## config.mk

```make
export PLATFORM = sky130hd
export DESIGN_NAME = clk_period_meter
export DESIGN_NICKNAME = d
export VERILOG_FILES = /design/src/rtl/clk_period_meter.sv
export SDC_FILE = /design/constraint.sdc
export NUM_CORES = 1
export LEC_CHECK = 0
export CORE_UTILIZATION = 35
export DETAILED_ROUTE_END_ITERATION = 6
export PLACE_DENSITY = 0.56
export RECOVER_POWER = 100
export SYNTH_ARGS = -nofsm -noshare
export SYNTH_HDL_FRONTEND = slang
export SYNTH_SLANG_ARGS = --single-unit
```

## constraint.sdc

```tcl
create_clock -name clk_in -period 3.2 [get_ports clk_in]
set_input_delay 0.32 -clock clk_in [delete_from_list [all_inputs] [get_ports clk_in]]
set_output_delay 0.32 -clock clk_in [all_outputs]
set_load 0.05 [all_outputs]
```

## src/rtl/clk_period_meter.sv

```systemverilog
// clk_period_meter: measures the period and high time of a slow clock-like
// input (clk_meas) in clk_in cycles. It reports lock once the period has been
// stable for LOCK_COUNT consecutive samples and flags loss of signal when no
// rising edge arrives within TIMEOUT cycles.
module clk_period_meter #(
  parameter int          WIDTH      = 16,
  parameter int unsigned TIMEOUT    = 16'hFFFF,
  parameter int          LOCK_COUNT = 4
) (
  input  logic             clk_in,
  input  logic             rst,
  input  logic             clk_meas,
  output logic [WIDTH-1:0] period,
  output logic [WIDTH-1:0] high_time,
  output logic             new_sample,
  output logic             valid,
  output logic             locked,
  output logic             timeout
);

  // Counter ceiling; both counters stop here instead of wrapping.
  localparam logic [WIDTH-1:0] CNT_MAX     = '1;
  localparam logic [WIDTH-1:0] TIMEOUT_VAL = WIDTH'(TIMEOUT);
  localparam logic [3:0]       LOCK_VAL    = 4'(LOCK_COUNT);
  localparam logic [WIDTH-1:0] CNT_ONE     = WIDTH'(1);

  typedef enum logic [0:0] {
    IDLE    = 1'b0,
    MEASURE = 1'b1
  } state_t;

  state_t           state_reg;
  logic [2:0]       sync_reg;     // [0]=s1, [1]=s2, [2]=s3
  logic [WIDTH-1:0] per_cnt_reg;
  logic [WIDTH-1:0] hi_cnt_reg;
  logic [3:0]       match_cnt_reg;

  logic             s2;
  logic             s3;
  logic             rise;
  logic [3:0]       match_next;
  logic             period_equal;

  // s1/s2 form the metastability guard; s3 is only used for edge detection.
  assign s2   = sync_reg[1];
  assign s3   = sync_reg[2];
  assign rise = s2 & ~s3;

  // A sample only counts towards lock if a previous sample exists since the
  // last reset/timeout (valid) and it carries the same period.
  assign period_equal = valid && (per_cnt_reg == period);

  // Saturating successor of the consecutive-match counter.
  always_comb begin
    match_next = match_cnt_reg;
    if (match_cnt_reg < LOCK_VAL) begin
      match_next = match_cnt_reg + 4'd1;
    end else begin
      match_next = LOCK_VAL;
    end
  end

  // Three-stage input shift register; cleared by reset so that a stale level
  // cannot masquerade as history.
  always_ff @(posedge clk_in) begin
    if (rst) begin
      sync_reg <= '0;
    end else begin
      sync_reg <= {sync_reg[1:0], clk_meas};
    end
  end

  // Measurement state machine: counting, sampling, lock tracking and timeout.
  always_ff @(posedge clk_in) begin
    if (rst) begin
      state_reg     <= IDLE;
      per_cnt_reg   <= '0;
      hi_cnt_reg    <= '0;
      match_cnt_reg <= '0;
      period        <= '0;
      high_time     <= '0;
      new_sample    <= 1'b0;
      valid         <= 1'b0;
      locked        <= 1'b0;
      timeout       <= 1'b0;
    end else begin
      new_sample <= 1'b0;
      case (state_reg)
        IDLE: begin
          per_cnt_reg <= '0;
          hi_cnt_reg  <= '0;
          // The first edge only arms the counters; no sample yet.
          if (rise) begin
            per_cnt_reg <= CNT_ONE;
            hi_cnt_reg  <= CNT_ONE;
            timeout     <= 1'b0;
            state_reg   <= MEASURE;
          end
        end

        MEASURE: begin
          if (rise) begin
            // An edge always wins over a coincident timeout.
            period      <= per_cnt_reg;
            high_time   <= hi_cnt_reg;
            new_sample  <= 1'b1;
            valid       <= 1'b1;
            per_cnt_reg <= CNT_ONE;
            hi_cnt_reg  <= CNT_ONE;
            if (period_equal) begin
              match_cnt_reg <= match_next;
              locked        <= (match_next == LOCK_VAL);
            end else begin
              match_cnt_reg <= '0;
              locked        <= 1'b0;
            end
          end else if (per_cnt_reg == TIMEOUT_VAL) begin
            // Loss of signal: drop back to IDLE, keep the last measurement.
            state_reg     <= IDLE;
            per_cnt_reg   <= '0;
            hi_cnt_reg    <= '0;
            match_cnt_reg <= '0;
            valid         <= 1'b0;
            locked        <= 1'b0;
            timeout       <= 1'b1;
          end else begin
            if (per_cnt_reg != CNT_MAX) begin
              per_cnt_reg <= per_cnt_reg + CNT_ONE;
            end
            if (s2 && (hi_cnt_reg != CNT_MAX)) begin
              hi_cnt_reg <= hi_cnt_reg + CNT_ONE;
            end
          end
        end

        default: begin
          state_reg <= IDLE;
        end
      endcase
    end
  end

endmodule
```

==> impl_metrics.tcl, run 1 <==
# flow metrics
set metrics [dict create \
    outcome "complete, but fails checks" \
    violations "design-rule violations" \
    p_comb_frac 0.016 \
    track_usage 0.1537 \
    mux_share 0 \
    grt_pass1_wl_um 11790 \
    slew_violations 0 \
    finalSetupViolCount 0 \
    die_height_um 98.36 \
    fin_nets 409 \
    maxCapViolCount 0 \
    core_mm2 0.008848 \
    grt_max_degree 35 \
    clkPwrFrac 0.479 \
    die-width_um 98.36 \
    fin_setup_tns_ns 0 \
    cp_max_fo 19 \
    initCoreUtil 0.3672 \
    first_pass_iters 6 \
    swShare 0.1958 \
    tightest_slew_ns 1.184 \
    critical_path.max_stage_delay_ns 0.79 \
    cts_resized 0 \
    flop_area_mm2 0.001521 \
    p_int_w 0.001518 \
    top_layer "met4" \
    drc_errors 1 \
    synth.cell_area_mm2 0.003249 \
    p_per_area_mw_per_mm2 487.0 \
    dieArea_mm2 0.009674 \
    ys.flop_type "dfxtp_1" \
    clkTransAtPathRegs_ns 0.08 \
    pwr.group.sequential_w 0.000953 \
    clockRootBuffer "clkbuf_8" \
    cts.sinks 76 \
    regToRegSetupSlack_ns 0.68 \
    cts_max_path_buffers 2 \
    ios 39 \
    largest_area_cell "dfxtp_1" \
    synth_flops 76 \
    cts_tree "done" \
    synthAoiAreaFrac 0.1059 \
    crit_slowest_cell "and2_0" \
    powerComb_w 0.0000302 \
    finalHoldViolCount 0 \
    wl_met1_um 3138 \
    top_area_frac 0.4682 \
    yosysWarnings 0 \
    post_cts_buffers 0 \
    viasPerCell 4.977 \
    drt-total-wl_um 6910 \
    period_used_share 0.7878 \
    cp.arrival_ns 2.82 \
    yosys_cells 371 \
    grtUsageMet3 0.04223 \
    cts-buffers-inserted 9 \
    postRouteAntennaNets 0 \
    ir_worst_vdd_v 0.0002398 \
    p_seq_frac 0.505 \
    worstHoldPathType "reg -> reg" \
    cp.required_ns 3.50 \
    gp_congestion 0.7798 \
    slew_headroom 0.2090 \
    drive_gt1_frac 0.06618 \
    grt_pass1_vias 2469 \
    p_leak_nw 1.467 \
    htree_levels 3 \
    rsz0062_at_grt "no" \
    adder_share 0.01155 \
    vias 2568 \
    maxPowerGroup "sequential cells" \
    period_minus_slack_ns 2.521 \
    port_buffers 38 \
    edf_count 0 \
    top_cells_by_area "dfxtp_1 47%, nand2_1 8.8%, xor2_1 8.4%" \
    drt_iter0_drc 46 \
    wl_met3_um 227 \
    ctsHoldBuffers 0 \
    ys_seq_share 0.4682 \
    p_sw_w 0.0003695 \
    simple_gate_share 0.2692 \
    grt_util_met2 0.2665 \
    cp-start-kind "flip-flop" \
    path_cells "and2b_1 > and2_0 > nand4_1 > nor4_1 > a32o_1" \
    warnings 26 \
]
-- run 1: placed cells by master (no fill, tap or decap), types with 4 or more instances in the layout --
cell type / n
a21oi_1: 38
and3_1: 4
and4_1: 4
clkbuf_8: 11
dfxtp_1: 76
dlygate4sd3_1: 37
nand2_1: 76
nand3_1: 14
nand4_1: 11
nor2_1: 35
nor2b_1: 4
nor3_1: 4
xnor2_1: 10
xor2_1: 31
-- run 1: cell type report --
type,instances,area share
tap,108,0.03487
timing repair buffer,41,0.1030
multi-input combinational,273,0.4030
clock buffer,12,0.04004
sequential,76,0.3926
clock inverter,4,0.02454
inverter,2,0.001937
-- run 1: stage by stage --
step,worst slack (ns),hold WS (ns),std cells,utilization,area (um^2)
final,0.6790,0.4570,516,0.4379,3875
after global routing,0.4925,0.4754,516,0.4379,3875
after CTS,1.089,0.4633,516,0.4444,3933
after detailed placement,1.071,0.4470,500,0.4161,3682
after global placement,1.177,0.4472,500,0.4161,3682
after floorplan,1.394,0.4138,371,-,3249
-- run 1: path summary, 6_finish.rpt --
path	cells after the start	end	start
setup / recovery	5	match_cnt_reg[1]$_SDFFE_PP0P_	sync_reg[1]$_SDFF_PP0_
hold / removal	2	high_time[9]$_SDFFE_PP0P_	high_time[9]$_SDFFE_PP0P_
setup reg to reg	5	match_cnt_reg[1]$_SDFFE_PP0P_	sync_reg[1]$_SDFF_PP0_
hold reg to reg	2	high_time[9]$_SDFFE_PP0P_	high_time[9]$_SDFFE_PP0P_
-- run 1: critical path, delay by kind of cell (launching register included) --
family           cells  cell delay, ns
AND/OR/NAND/NOR      4            1.77
AND-OR/OR-AND        1            0.25
flip-flops           1            0.45
Figure 1. Floorplan with the power grid (run 1).
The bar under the picture is 20 um long. Pins as bars on the die edge. Tap cells in gray.
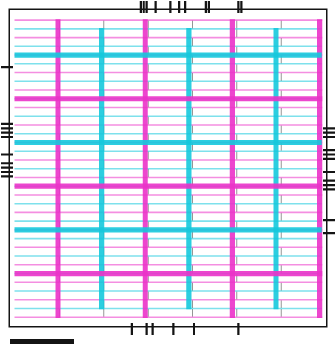
Cyan is VDD. Magenta is VSS.
35 met1 rails follow the rows. 108 tap cells. The core has 34 rows. 6 straps on met5. 39 signal pins sit on the boundary.

Figure 2. Cell classes on the final placement (run 1).
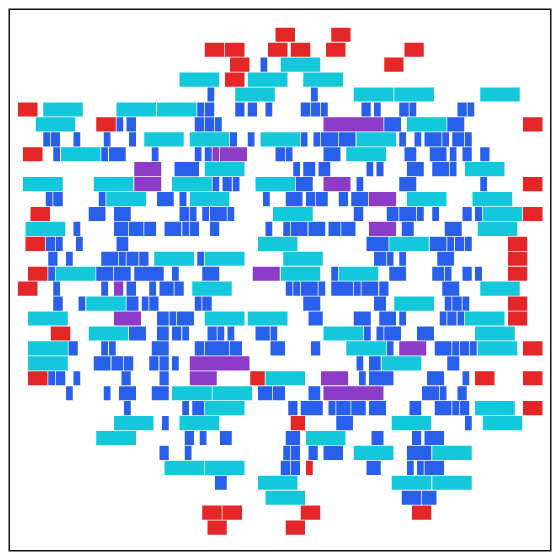
Purple is clock drivers and dummy loads, cells 16. Cyan is registers, cells 76. Red is remaining buffers and delay cells, cells 41. Blue is remaining logic cells, cells 275.

Figure 3. Clock wires, drivers and flops (run 1).
The bar under the picture is 20 um long.
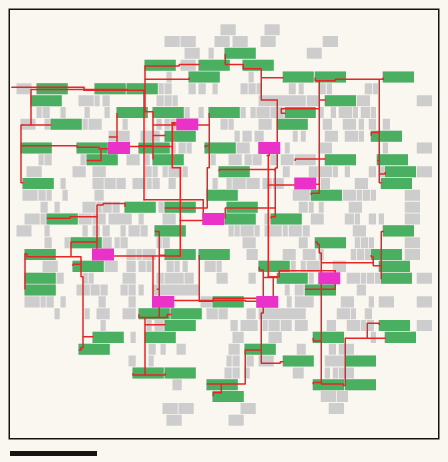
Magenta is clock-net drivers, count 9. Green is flip-flops, count 76. Red is clock wires, length 973 um.
Position of the flops: spread over the die. There are 10 routed clock nets.

Figure 4. Clock wiring as the flow saved it (run 1).
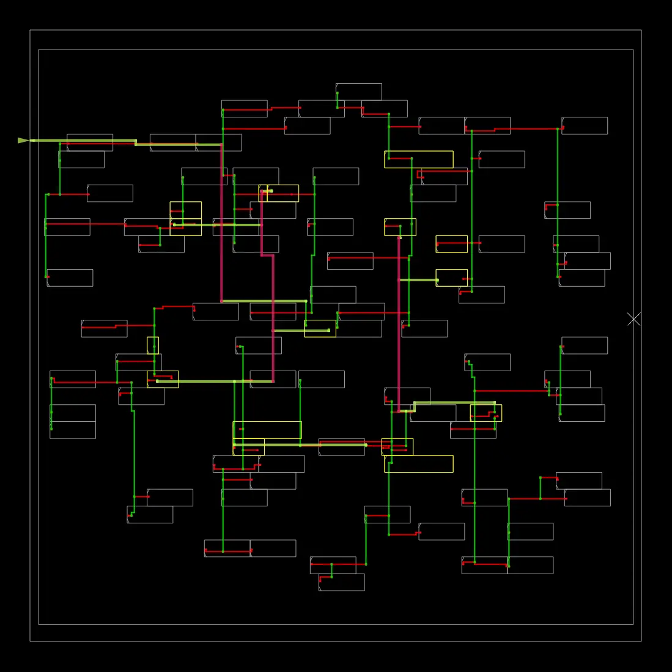

==> run 1 -> run 2 <==
--- a/config.mk
+++ b/config.mk
@@ -7,7 +7,7 @@
 export LEC_CHECK = 0
 export CORE_UTILIZATION = 35
 export DETAILED_ROUTE_END_ITERATION = 6
-export PLACE_DENSITY = 0.56
+export PLACE_DENSITY = 0.58
 export RECOVER_POWER = 100
 export SYNTH_ARGS = -nofsm -noshare
 export SYNTH_HDL_FRONTEND = slang
==> constraint.sdc (replaced) <==
create_clock -name clk_in -period 2.2 [get_ports clk_in]
set_input_delay 0.22 -clock clk_in [delete_from_list [all_inputs] [get_ports clk_in]]
set_output_delay 0.22 -clock clk_in [all_outputs]
set_load 0.05 [all_outputs]
Figure 5. Clock wiring as the flow saved it (run 2).
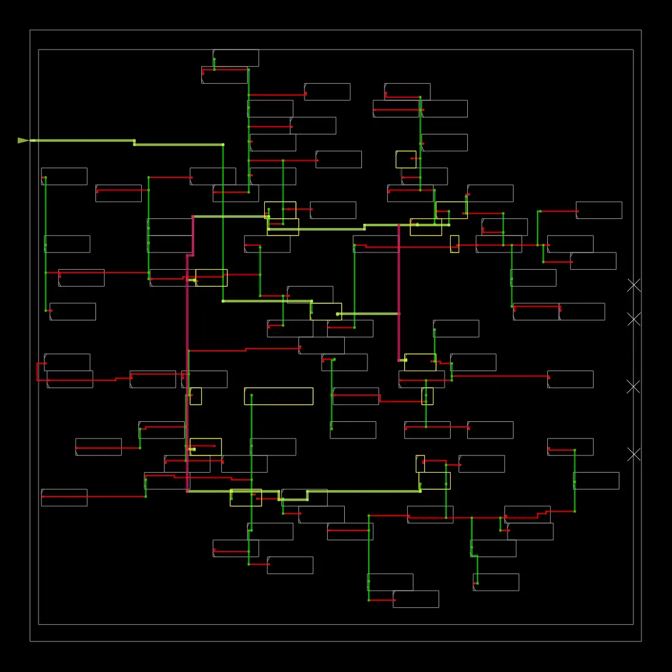
clkbuf count: 12
Fin Clk Skew: 0.01270 ns
flip-flops: 76
P_clk: 0.00106 W

Figure 6. Floorplan with the power grid (run 2).
The bar under the picture is 20 um long. Pins as bars on the die edge. Tap cells in gray.
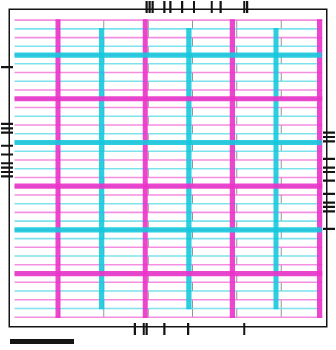
Cyan is VDD. Magenta is VSS.
108 tap cells. 39 signal pins sit on the boundary.

==> run 2 against run 1 <==
The flow still finishes with violations (design-rule violations). Global-route usage grew 0.45 points. Clock skew grew 0.00092 ns. Synthesized area is the same. Register-to-register slack lost 0.44 ns. Total power grew 32%. Sequential share of layout area shrank 0.31 points. Clock power grew about 20%. Sequential power grew 46%. Non-clock buffer count grew 7. Critical path type unchanged.
==> impl_metrics.tcl, run 2 <==
# flow metrics
set metrics [dict create \
    cts-buffers-inserted 9 \
    track_usage 0.1581 \
    path_class "reg -> reg" \
    die_height_um 98.36 \
    clockRootBuffer "clkbuf_8" \
    busiest_layer "met2" \
    post_cts_buffers 0 \
    port_buffers 38 \
    drc_errors 4 \
    cts.sinks 76 \
    yosys_cells 371 \
    period_minus_slack_ns 1.961 \
    reg2regPathDepth 5 \
    placed_cells 507 \
    hold_ws_ns 0.4298 \
    worstHoldPathCells 2 \
    largest_area_cell "dfxtp_1" \
    core_mm2 0.008848 \
    postRouteAntennaNets 0 \
    drt_iter0_drc 60 \
    p_leak_nw 1.511 \
    clk_latency_ns 0.35 \
    edf_count 0 \
    synth.cell_area_mm2 0.003249 \
    yosysWarnings 0 \
    whs_endpoint "sync_reg[0]$_SDFF_PP0_" \
    cp_max_fo 5 \
    end_kind "flip-flop" \
    r2r_end "match_cnt_reg[1]$_SDFFE_PP0P_" \
    grt_pass1_wl_um 12240 \
    htree_levels 3 \
    finalHoldViolCount 0 \
    cp-endpoint "match_cnt_reg[1]$_SDFFE_PP0P_" \
    final_cells 523 \
    ir_worst_vdd_v 0.0002398 \
    cp.arrival_ns 2.25 \
    rsz0062_at_grt "no" \
    cts_tree "done" \
    vias 2576 \
    regToRegSetupSlack_ns 0.24 \
    grt_max_degree 32 \
    clkTransAtPathRegs_ns 0.08 \
    ys.flop_type "dfxtp_1" \
    cts_max_path_buffers 2 \
    grt_pass1_vias 2532 \
    lay_top_cells "76 x nand2_1, 76 x dfxtp_1, 38 x a21oi_1" \
    warnings 26 \
    ys_async_sr_fraction 0 \
    cp-start-kind "flip-flop" \
    tightest_slew_ns 0.6404 \
    grtUsageMet3 0.04510 \
    top_area_frac 0.4682 \
    initCoreUtil 0.3672 \
    fin_nets 416 \
    grt_util_met2 0.2611 \
    finalSetupViolCount 0 \
    worstHoldPathType "in -> reg" \
    violations "design-rule violations" \
    floorplan.nets 377 \
    slew_violations 0 \
    final.fill_count 915 \
    hold_start "clk_meas" \
    ctsHoldBuffers 0 \
    drive_gt1_frac 0.08675 \
    ys_seq_share 0.4682 \
    ios 39 \
    maxCapViolCount 0 \
    synthTopCellsByCount "76 x dfxtp_1, 76 x nand2_1, 38 x a21oi_1" \
    viasPerCell 4.925 \
    top_cells_by_area "dfxtp_1 47%, nand2_1 8.8%, xor2_1 8.4%" \
    gp_congestion 0.8022 \
    fin_setup_tns_ns 0 \
    synth_flops 76 \
    pre_cts_ws_ns 0.2502 \
    synthToLayoutAreaGrowth_pct 20.22 \
    fin_ws_ns 0.2388 \
    cts_resized 0 \
    fmaxAchievable_mhz 509.9 \
    drt-total-wl_um 7032 \
    first_pass_iters 7 \
    synthCells 371 \
    antenna_cells 0 \
    die-width_um 98.36 \
    cp.required_ns 2.49 \
    gr-usage-met1 0.1989 \
    r2r-start "per_cnt_reg[11]$_SDFF_PP0_" \
    ys_types 49 \
    startpoint "per_cnt_reg[11]$_SDFF_PP0_" \
    slew_headroom 0.5731 \
    period_used_share 0.8915 \
    dieArea_mm2 0.009674 \
    p_per_area_mw_per_mm2 637.3 \
    outcome "complete, but fails checks" \
]
Figure 7. Cell classes on the final placement (run 2).
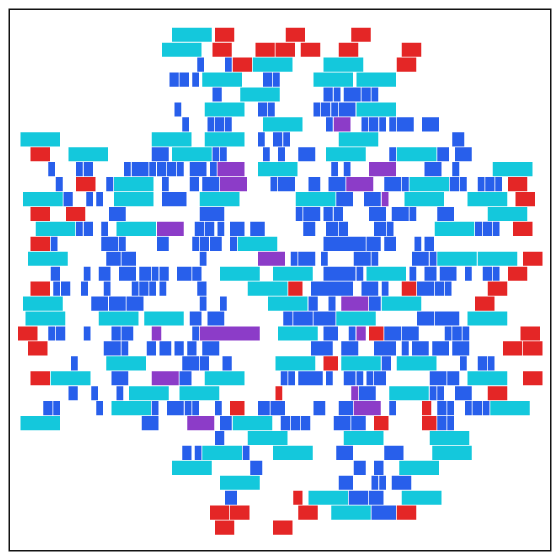
Cyan is registers, cells 76. Blue is remaining logic cells, cells 275. Purple is clock drivers and dummy loads, cells 16. Red is remaining buffers and delay cells, cells 48.

run 2: cell counts after synthesis:
Identical to the previous run, type by type.
run 2: through the flow:
step,cell area [um^2],util,total power [W]
detailed placement,3735,0.4221,0.001468
CTS,3929,0.4440,0.002522
global route,3906,0.4415,0.002599
global placement,3735,0.4221,0.001468
finish,3906,0.4415,0.002489
floorplan,3249,-,0.001454
run 2: logic make-up (layout without fill, tap and decap cells):
| logic type | count (synthesis) | in the layout | synth area share |
|---|---|---|---|
| flip-flops | 76 | 76 | 0.4682 |
| AND-OR/OR-AND | 55 | 55 | 0.1059 |
| adder cells (fa/ha/maj) | 3 | 3 | 0.01155 |
| XOR/XNOR | 41 | 41 | 0.1105 |
| AND/OR/NAND/NOR | 174 | 174 | 0.2692 |
| buffers and inverters | 22 | 66 | 0.03466 |
run 2: critical path, stage by stage (launching register included):
cell and delay [ns]:
dfxtp_1 0.48, xor2_1 0.11, nor4_1 0.47, nand4_1 0.18
nor4_2 0.44, a32o_1 0.23
run 2: final cells by class:
type / count / area [um^2] / area share
flip-flops and latches: 76 / 1521 / 0.3895
clock buffers: 12 / 145.1 / 0.03716
clock inverters: 4 / 48.80 / 0.01249
multi-input cells: 273 / 1602 / 0.4100
repair buffers: 48 / 446.7 / 0.1143
inverters: 2 / 7.507 / 0.001922
well taps: 108 / 135.1 / 0.03459
run 2: report_power, final:
part / switching, W / leakage, nW / internal, W
sequential: 0.00000692 / 0.613 / 0.00138
clock: 0.000501 / 0.100 / 0.000554
combinational: 0.0000327 / 0.798 / 0.0000147
total: 0.000541 / 1.51 / 0.00195
run 2: metal layers:
layer / wire, um / part of all wire
met1: 3313 / 0.47
met2: 3357 / 0.48
met3: 259 / 0.037
met4: 101 / 0.014
met5: 0 / 0
No activity file was given, so power comes from the tool's default toggle rates.
